Design vend_change_dispenser, sky130hd; sources not shown.
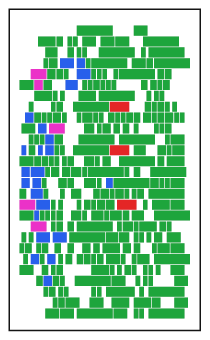
*Cells by drive strength, run 1*
Scale: 4 px per µm.
blue -> _2 cells  # cells 23
green -> _0 and _1 cells  # cells 269
red -> _6 and larger  # cells 3
magenta -> _3 and _4 cells  # cells 5
bufs w/o clock: 25
Final WS setup: 3.10 ns
Area Growth Syn to Fin: 17.0%
cell area after layout: 2310 µm²

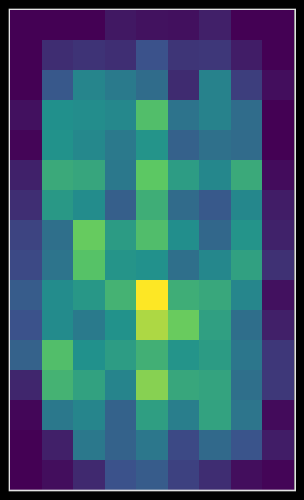
*Wire density map, run 1*
Scale: 6 px per µm. 9 x 16 tiles, from dark purple (low) to yellow (high), scaled to the fullest tile. Values are wire area over tile area, all layers added.
nearly empty tiles = 10%
emptiest ninth of the die = north-east
mean over tiles = 0.19
densest ninth of the die = centre
fullest tile = 0.56
tiles over half the peak = 28%
Total GRT Usage: 27.5%
final WL: 4620 µm
vias: 1,908
DR WL/cell: 13.5 µm

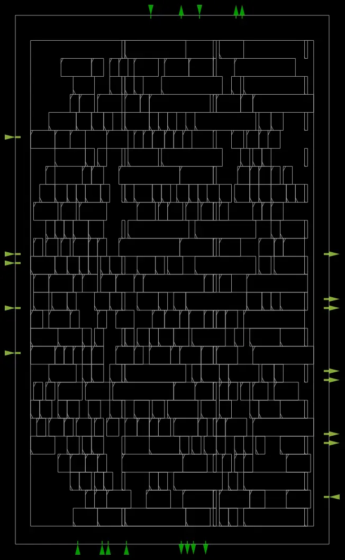
*Cell outlines without signal wires, run 1*
CORE AREA: 3140 µm²
FP Rows: 27
Tap Count: 43

==> results.toml, run 1 <==
# flow metrics
[outcome]
status = "finished clean"

[layout]
nets = 324
inverters = 53
drive_gt1_share_pct = 10.3
non_clock_buffer_area_share_pct = 10.8
final_util_pct = 73.6
seq-cell-share_pct = 27.0
lay_top_count = "inv_1"
instances_no_fill = 343

[placement]
post-place-ws_ns = 2.87
place_inst = 339
io_buffers = 25
placed_cell_area_um2 = 2270

[global_routing]
use_met2_pct = 54.6
use_met3_pct = 1.58
grt_pass1_vias = 1895
grt_antenna_before_repair = 0
grt.busiest_layer = "met2"
overflow = 0

[logic_synthesis]
yosys.area_share.adder_pct = 7.34
yosysMostFrequentCell = "inv_1"
synth_top_area_share_pct = 31.6
async_reset_ff_share_pct = 100
syn_avg_cell_area_um2 = 7.22
logic_family = "simple AND/OR/NAND/NOR gates"
compound_area_share_pct = 13.8
ys_sh_simple_pct = 32.8
syn_area_um2 = 1980
synth-main-ff-cell = "dfrtp_1"

[cts]
cts.repair.resized = 0
hold_buffers = 0
htreeDepth = 1
cts.sinks = 25
cts_buffers = 3

[run]
maxCapViolations = 0

[routing]
drt-pass1-iter-count = 4
met1_length_um = 1690
dr_wl_met3_um = 107
wl_met2_um = 2680
drc_errors = 0
postRouteAntennaNets = 0
via_per_inst = 5.56

[timing]
slew_headroom_pct = 27.1
worst_pin_slew_ns = 1.09
setup-tns-final_ns = 0
period_used_pct = 56.4
rsz0062_at_grt = "false"
fin_crit_ns = 4.00
setup_violations = 0

[die]
die_area_um2 = 3790
die_x_um = 47.4
io_pins = 26
die_h_um = 80.0
fp_util_pct = 63.0

[worst_setup_path]
cp_slowest_cell = "clkdlybuf4s50_1"
worst-path-max-fanout = 10
crit_buf_inv = 5

[power_and_ir_drop]
swShare_pct = 48.2
power_density_nw_per_um2 = 394
combPwrFrac_pct = 64.7
clkPwrFrac_pct = 9.1
intPower_uw = 472
max-vdd-ir-drop_mv = 0.175
pg_clk_uw = 83.2
power_switching_uw = 439

[worst_hold_path]
hold_path_depth = 1
### Power grid, run 1

Scale: 8 px per µm. Pins as bars on the die edge.
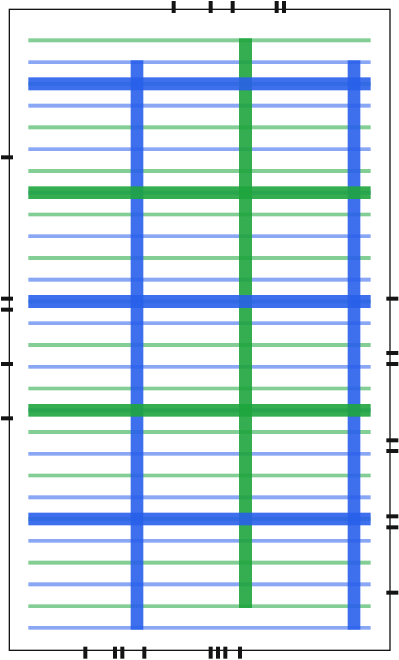

--- run 2 (diff from run 1) ---
--- a/config.mk
+++ b/config.mk
@@ -8,9 +8,9 @@
 export ABC_AREA = 1
 export CORE_ASPECT_RATIO = 1.75
 export CORE_MARGIN = 2
-export CORE_UTILIZATION = 60
+export CORE_UTILIZATION = 50
 export DETAILED_ROUTE_END_ITERATION = 10
-export PLACE_DENSITY = 0.86
+export PLACE_DENSITY = 0.76
 export SYNTH_ARGS = -nofsm -noshare
 export SYNTH_HDL_FRONTEND = slang
 export SYNTH_SLANG_ARGS = --single-unit
==> constraint.sdc (replaced) <==
create_clock -name clk_i -period 3.44 [get_ports clk_i]
set_input_delay 0.344 -clock clk_i [delete_from_list [all_inputs] [get_ports clk_i]]
set_output_delay 0.344 -clock clk_i [all_outputs]
set_load 0.01 [all_outputs]
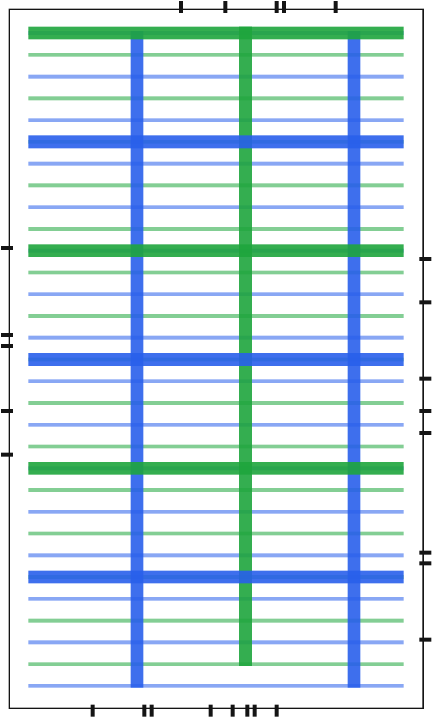
*Power grid, run 2*
Scale: 8 px per µm. Pins as bars on the die edge.
green -> VDD
blue -> VSS
met1 rails = 31
rows = 30
met5 straps = 6
Die Wd: 51.5 µm
worst vdd ir: 0.399 mV
Die H: 87.2 µm
CORE AREA: 3830 µm²

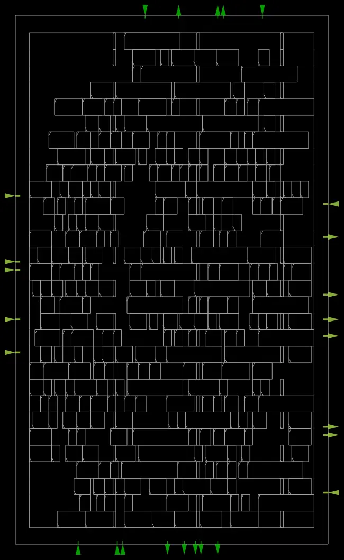
*Cell outlines without signal wires, run 2*
Fillers: 356
Seq area share: 25.1%
FF+latch count: 25

==> results.toml, run 2 <==
# flow metrics
[cts]
cts.repair.resized = 0
cts.sinks = 25
htreeDepth = 1
cts_buffers = 3

[power_and_ir_drop]
combPwrFrac_pct = 65.1
intPower_uw = 1020
swShare_pct = 47.1
power_switching_uw = 902
power_density_nw_per_um2 = 768

[logic_synthesis]
yosys.area_share.adder_pct = 7.34
compound_area_share_pct = 13.8
logic_family = "simple AND/OR/NAND/NOR gates"
syn_area_um2 = 1980
synth_top_area_share_pct = 31.6
async_reset_ff_share_pct = 100
synth-main-ff-cell = "dfrtp_1"
syn_avg_cell_area_um2 = 7.22

[worst_setup_path]
cp_slowest_cell = "clkdlybuf4s50_1"
worst-path-max-fanout = 4

[timing]
setup-tns-final_ns = 0
fin_crit_ns = 3.12
slew_headroom_pct = 63.9

[placement]
placed_cell_area_um2 = 2430

[layout]
instances_no_fill = 369
buffers = 46
lay_top_count = "inv_1"
nets = 345
non_clock_buffer_area_share_pct = 16.6

[routing]
routed_wl_um = 4750
drc_errors = 0
wire_per_inst_um = 12.9
wl_met2_um = 2750

[die]
die_area_um2 = 4490
tap_cells = 48
io_pins = 26
rows = 30

[global_routing]
overflow = 0
grt_antenna_before_repair = 0
use_met3_pct = 1.72
track_usage_pct = 24.0
grt.busiest_layer = "met2"

[run]
maxCapViolations = 0

[outcome]
status = "finished clean"
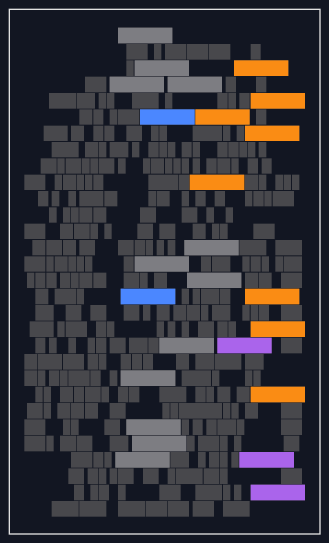
*Sequential cells grouped by signal name, run 2*
Scale: 6 px per µm. Other sequential cells in the stronger grey, the rest of the logic in the fainter grey.
purple -> coin_q  # placed flops 3
blue -> state_q  # placed flops 2
orange -> tmo_q  # placed flops 8
not coloured = 12
Core Util, Final: 65.2%
register area: 626 µm²
sequential power: 493 µW

Power figures rest on the tool's default switching activity, not on a simulated workload.
